[config.mk]
export PLATFORM = sky130hd
export DESIGN_NAME = store_rmw_ctrl_flat
export DESIGN_NICKNAME = d
export VERILOG_FILES = /design/src/rtl/store_rmw_if.sv /design/src/rtl/store_rmw_ctrl.sv /design/src/flat_wrapper.sv
export SDC_FILE = /design/constraint.sdc
export NUM_CORES = 1
export LEC_CHECK = 0
export CORE_MARGIN = 8
export CORE_UTILIZATION = 34
export CTS_CLUSTER_SIZE = 14
export DETAILED_ROUTE_END_ITERATION = 6
export GPL_ROUTABILITY_DRIVEN = 0
export GPL_TIMING_DRIVEN = 0
export PLACE_DENSITY = 0.68
export SLEW_MARGIN = 15
export SYNTH_ARGS = -nofsm -noshare
export SYNTH_HDL_FRONTEND = slang
export SYNTH_SLANG_ARGS = --single-unit
[constraint.sdc]
create_clock -name clk -period 2.4 [get_ports clk]
set_input_delay 0.48 -clock clk [delete_from_list [all_inputs] [get_ports clk]]
set_output_delay 0.48 -clock clk [all_outputs]
set_load 0.02 [all_outputs]
[src/rtl/store_rmw_if.sv]
// Request/memory bundle for store_rmw_ctrl: the master drives the store request and
// the memory read data, the slave (the controller) drives status and memory controls.
interface store_rmw_if;
   logic        req;
   logic [1:0]  size;
   logic [31:0] addr;
   logic [31:0] wdata;
   logic        busy;
   logic        done;
   logic        align_err;
   logic [31:0] mem_addr;
   logic        mem_wr;
   logic [31:0] mem_wdata;
   logic [31:0] mem_rdata;

   modport master (
      output req, size, addr, wdata, mem_rdata,
      input  busy, done, align_err, mem_addr, mem_wr, mem_wdata
   );

   modport slave (
      input  req, size, addr, wdata, mem_rdata,
      output busy, done, align_err, mem_addr, mem_wr, mem_wdata
   );
endinterface

[src/rtl/store_rmw_ctrl.sv]
// Read-modify-write sequencer for sb/sh/sw stores into a single-port word memory.
// Define STORE_RMW_ALIGN_CHECK_EN to trap misaligned halfword/word stores in an ERR state.
module store_rmw_ctrl #(
   parameter int MEM_LAT = 1
) (
   input  logic         clk,
   input  logic         reset,
   store_rmw_if.slave   bus
);

   localparam logic [2:0] LAT_INIT = 3'(MEM_LAT - 1);

`ifdef STORE_RMW_ALIGN_CHECK_EN
   typedef enum logic [2:0] {S_IDLE, S_READ, S_WRITE, S_DONE, S_ERR} state_t;
`else
   typedef enum logic [2:0] {S_IDLE, S_READ, S_WRITE, S_DONE} state_t;
`endif

   state_t      r_state;
   state_t      w_next;
   logic [31:0] r_addr_q;
   logic [1:0]  r_size_q;
   logic [31:0] r_wdata_q;
   logic [31:0] r_rd_q;
   logic [2:0]  r_lat_cnt;
   logic        w_accept;
   logic        w_subword;
   logic        w_busy;
   logic        w_done;
   logic        w_mem_wr;
   logic        w_align_err;
`ifdef STORE_RMW_ALIGN_CHECK_EN
   logic        w_misalign;
`endif

   // Little-endian lane merge; size 00 and 11 both replace the whole word.
   function automatic logic [31:0] f_merge(input logic [31:0] rd,
                                           input logic [31:0] wd,
                                           input logic [1:0]  sz,
                                           input logic [1:0]  off);
      logic [31:0] m;
      m = rd;
      case (sz)
         2'b10: begin
            case (off)
               2'd0:    m[7:0]   = wd[7:0];
               2'd1:    m[15:8]  = wd[7:0];
               2'd2:    m[23:16] = wd[7:0];
               default: m[31:24] = wd[7:0];
            endcase
         end
         2'b01: begin
            if (off[1]) m[31:16] = wd[15:0];
            else        m[15:0]  = wd[15:0];
         end
         default: m = wd;
      endcase
      return m;
   endfunction

   assign w_accept  = (r_state == S_IDLE) && bus.req;
   assign w_subword = (bus.size == 2'b01) || (bus.size == 2'b10);

`ifdef STORE_RMW_ALIGN_CHECK_EN
   assign w_misalign = ((bus.size == 2'b01) && bus.addr[0]) ||
                       (((bus.size == 2'b00) || (bus.size == 2'b11)) && (bus.addr[1:0] != 2'b00));
`endif

   always_ff @(posedge clk) begin
      if (reset) r_state <= S_IDLE;
      else       r_state <= w_next;
   end

   always_comb begin
      w_next      = r_state;
      w_busy      = 1'b1;
      w_done      = 1'b0;
      w_mem_wr    = 1'b0;
      w_align_err = 1'b0;
      case (r_state)
         S_IDLE: begin
            w_busy = 1'b0;
            if (bus.req) begin
`ifdef STORE_RMW_ALIGN_CHECK_EN
               if (w_misalign)     w_next = S_ERR;
               else if (w_subword) w_next = S_READ;
               else                w_next = S_WRITE;
`else
               if (w_subword) w_next = S_READ;
               else           w_next = S_WRITE;
`endif
            end
         end
         S_READ: begin
            if (r_lat_cnt == 3'd0) w_next = S_WRITE;
         end
         S_WRITE: begin
            w_mem_wr = 1'b1;
            w_next   = S_DONE;
         end
         S_DONE: begin
            w_done = 1'b1;
            w_next = S_IDLE;
         end
`ifdef STORE_RMW_ALIGN_CHECK_EN
         S_ERR: begin
            w_align_err = 1'b1;
            w_next      = S_IDLE;
         end
`endif
         default: begin
            w_busy = 1'b0;
            w_next = S_IDLE;
         end
      endcase
   end

   // Transaction registers; the read word is captured in the last READ cycle.
   always_ff @(posedge clk) begin
      if (reset) begin
         r_addr_q  <= '0;
         r_size_q  <= '0;
         r_wdata_q <= '0;
         r_rd_q    <= '0;
         r_lat_cnt <= '0;
      end else begin
         if (w_accept) begin
            r_addr_q  <= bus.addr;
            r_size_q  <= bus.size;
            r_wdata_q <= bus.wdata;
            r_lat_cnt <= w_subword ? LAT_INIT : 3'd0;
         end
         if (r_state == S_READ) begin
            if (r_lat_cnt == 3'd0) r_rd_q    <= bus.mem_rdata;
            else                   r_lat_cnt <= r_lat_cnt - 3'd1;
         end
      end
   end

   assign bus.busy      = w_busy;
   assign bus.done      = w_done;
   assign bus.align_err = w_align_err;
   assign bus.mem_wr    = w_mem_wr;
   assign bus.mem_addr  = {r_addr_q[31:2], 2'b00};
   assign bus.mem_wdata = f_merge(r_rd_q, r_wdata_q, r_size_q, r_addr_q[1:0]);

endmodule

[src/flat_wrapper.sv]
// flat-port wrapper written by rule: the top's interface ports become plain ports
module store_rmw_ctrl_flat 
#(
   parameter int MEM_LAT = 1
)
  (clk, reset, bus_req, bus_size, bus_addr, bus_wdata, bus_mem_rdata, bus_busy, bus_done, bus_align_err, bus_mem_addr, bus_mem_wr, bus_mem_wdata);
  store_rmw_if bus_i ();
  input  logic clk;
  input  logic reset;
  input wire logic [$bits(bus_i.req)-1:0] bus_req;
  input wire logic [$bits(bus_i.size)-1:0] bus_size;
  input wire logic [$bits(bus_i.addr)-1:0] bus_addr;
  input wire logic [$bits(bus_i.wdata)-1:0] bus_wdata;
  input wire logic [$bits(bus_i.mem_rdata)-1:0] bus_mem_rdata;
  output wire logic [$bits(bus_i.busy)-1:0] bus_busy;
  output wire logic [$bits(bus_i.done)-1:0] bus_done;
  output wire logic [$bits(bus_i.align_err)-1:0] bus_align_err;
  output wire logic [$bits(bus_i.mem_addr)-1:0] bus_mem_addr;
  output wire logic [$bits(bus_i.mem_wr)-1:0] bus_mem_wr;
  output wire logic [$bits(bus_i.mem_wdata)-1:0] bus_mem_wdata;
  assign bus_i.req = bus_req;
  assign bus_i.size = bus_size;
  assign bus_i.addr = bus_addr;
  assign bus_i.wdata = bus_wdata;
  assign bus_i.mem_rdata = bus_mem_rdata;
  assign bus_busy = bus_i.busy;
  assign bus_done = bus_i.done;
  assign bus_align_err = bus_i.align_err;
  assign bus_mem_addr = bus_i.mem_addr;
  assign bus_mem_wr = bus_i.mem_wr;
  assign bus_mem_wdata = bus_i.mem_wdata;
  store_rmw_ctrl #(.MEM_LAT(MEM_LAT)) u_core (.clk(clk), .reset(reset), .bus(bus_i));
endmodule
Figure 1. Where the registers sit (run 1).
Scale bar: 50 µm.
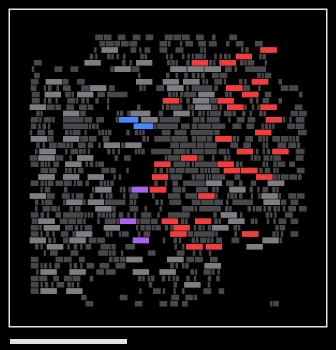
red -> `u_core.r_rd_q`  # flops 32
blue -> `u_core.r_size_q`  # flops 2
purple -> `u_core.r_lat_cnt`  # flops 3
not coloured = 66
Seq area share: 28.8%
Final Util: 51.6%
register area: 2070 µm²
Seq group: 2.31 mW

Figure 2. Routed clock nets over the placement (run 1).
Scale bar: 50 µm.
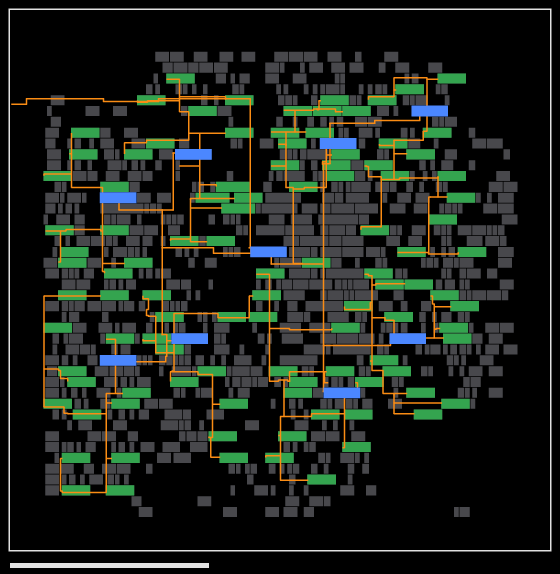
orange -> clock wires  # length 1340 µm
blue -> clock-net drivers  # count 9
green -> flip-flops  # count 103
routed clock nets = 10
Worst-Skew Late Latency: 0.36 ns
clock skew: 0.00646 ns
clock share of power: 21.3%
Clk power: 1.45 mW

Figure 3. Congestion heat map (run 1).
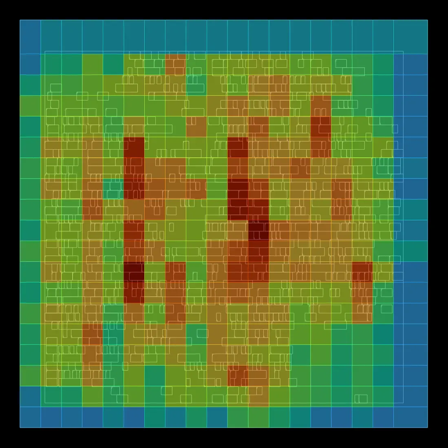
routing usage on met2: 28.9%
Top Usage Layer GRT: met2
grt met1 use: 21.4%

==> metrics.cfg, run 1 <==
[final_timing]
setup_slack_ns=-0.0575
rsz0062_at_grt=true
worst_pin_slew_ns=0.645
setup_viol=6
slew_violations=0
fin_setup_tns_ns=-0.153
fin_crit_sh_pct=102
worst_hold_slack_ns=0.454

[critical_path]
cp_num_cells=7
crit_family=AND-OR/OR-AND gates
path_cells=inv_4, ha_4, buf_8, a21o_4, a222oi_1, inv_1, buf_2
max_stage_delay_ns=0.39
end_kind=primary output
endpoint=bus_mem_wdata[12]
reg2reg_depth=7

[power_and_ir_drop]
powerComb_mw=3.05
swShare_pct=38.5
p_leak_nw=2.87
ir_worst_vdd_mv=0.589

[synthesis]
ys_area_um2=4860
yosys.area.top_type=dfxtp_1
adder_share_pct=2.32
top_cells_by_count=nand2_1, a21oi_1, dfxtp_1
yosys.area_share.simple_pct=18.4
seq_area_frac_synth_pct=42.5
aoi_share_pct=20.9
synthArstFlopShare_pct=0
ys_cells=616
synth.most_common_cell=nand2_1
synthTopCellsByArea=dfxtp_1, nand2_1, a21oi_1, buf_4, a221oi_2
synth-seq-cells=103
yosys_warnings=0

[place]
portBuffers=164
dpl.hpwl_um=12500
dp_cells=962

[drt]
routed.top_layer=met4
wl_per_cell_um=17.0
drcViolationCount=0
viasPerCell=4.85
wl_um=16700

[grt]
grt_pass1_vias=4758
grtUsageMet3_pct=8.79
grtUsageTotal_pct=18.2

[clock_network]
htree_levels=3
clockRootBuffer=clkbuf_16
hold_buffers=0
cts.clk_slew.worst_paths_ns=0.07
cts_buffer_depth=2

[run_status]
violations=setup timing
outcome=complete, but fails checks

[layout]
comb_cells=417
design.seq.count=103
drive_gt1_share_pct=18.7
clkCellAreaFrac_pct=3.90
comb_area_um2=2420
reg_top3=u_core.r_addr_q (32), u_core.r_rd_q (32), u_core.r_wdata_q (32)
fillers=1372

[die]
ioPinCount=169
num_tap_cells=180
dieArea_um2=18400
fp_util_pct=34.8
rows=43

==> run 2, diff against run 1 <==
--- a/config.mk
+++ b/config.mk
@@ -16,3 +16,4 @@
 export SYNTH_ARGS = -nofsm -noshare
 export SYNTH_HDL_FRONTEND = slang
 export SYNTH_SLANG_ARGS = --single-unit
+export TNS_END_PERCENT = 5
Figure 4. Logic cells by family (run 2).
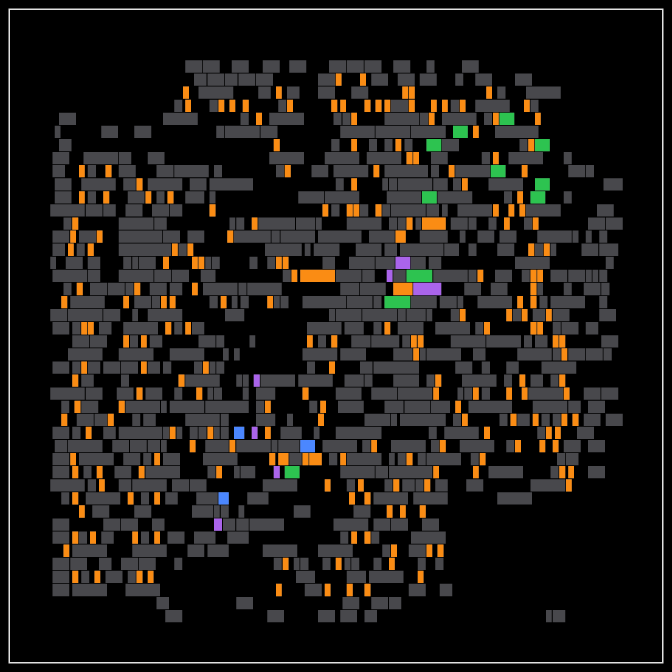
blue -> and/or cells  # cells 3
purple -> nor cells  # cells 7
green -> non-inverting ao/oa cells  # cells 11
orange -> nand cells  # cells 216, where spread over the die
combinational share of cell area: 33.3%
Commonest Layout Cell: nand2_1
Post-Layout Cell Count: 983

==> metrics.cfg, run 2 <==
[place]
portBuffers=164  ; unchanged
dp_cells=962  ; unchanged

[drt]
drcViolationCount=0  ; unchanged
wl_per_cell_um=16.8  ; -0.75%

[final_timing]
setup_slack_ns=-0.0587  ; -0.00122 ns
worst_pin_slew_ns=0.633  ; -0.0115 ns
fin_crit_sh_pct=102  ; about the same
fin_setup_tns_ns=-0.422  ; -0.269 ns
setup_viol=11  ; +5
worst_hold_slack_ns=0.453  ; -0.000813 ns

[critical_path]
path_cells=buf_4, buf_8, mux2_2, a221oi_2, a21oi_1, buf_2
crit_family=buffers and inverters
reg2reg_depth=7  ; unchanged
cp_num_cells=6  ; -1
end_kind=primary output

[clock_network]
cts_buffer_depth=2  ; unchanged
cts.clk_slew.worst_paths_ns=0.07  ; about the same
htree_levels=3  ; unchanged
hold_buffers=0  ; unchanged
clock_latency_ns=0.35  ; about the same
clockRootBuffer=clkbuf_16

[die]
num_tap_cells=180  ; unchanged
dieArea_um2=18400  ; unchanged
fp_util_pct=34.8  ; unchanged

[layout]
drive_gt1_share_pct=18.4  ; -0.27 points
comb_cells=417  ; unchanged
clkCellAreaFrac_pct=3.93  ; +0.034 points
flop_area_um2=2070  ; -0.36%
fillers=1387  ; +1.1%
reg_top3=u_core.r_addr_q (32), u_core.r_rd_q (32), u_core.r_wdata_q (32)
fin_util_pct=51.1  ; -0.45 points
design.seq.count=103  ; unchanged
comb_area_um2=2370  ; -1.8%
seq_area_share_pct=29.0  ; +0.15 points

[grt]
grtUsageMet3_pct=8.68  ; -0.11 points
grtUsageTotal_pct=18.1  ; -0.16 points
grt_busiest_layer=met2
grt.met2_usage_pct=28.6  ; -0.36 points

[synthesis]
synthTopCellsByArea=dfxtp_1, nand2_1, a21oi_1, buf_4, a221oi_2
synthArstFlopShare_pct=0  ; unchanged
adder_share_pct=2.32  ; unchanged
aoi_share_pct=20.9  ; unchanged
yosys.area.top_type=dfxtp_1
synth-seq-cells=103  ; unchanged
yosys.area_share.simple_pct=18.4  ; unchanged
top_cells_by_count=nand2_1, a21oi_1, dfxtp_1
yosys_warnings=0  ; unchanged

[run_status]
violations=setup timing
outcome=complete, but fails checks

[power_and_ir_drop]
pg_clk_mw=1.45  ; about the same
swShare_pct=38.4  ; -0.13 points
p_leak_nw=2.87  ; -0.24%
ir_worst_vdd_mv=0.594  ; +0.86%
powerComb_mw=3.00  ; -2%
p_seq_mw=2.30  ; about the same
clockPowerShare_pct=21.5  ; +0.2 points

Power is estimated from default activity; no workload was simulated.
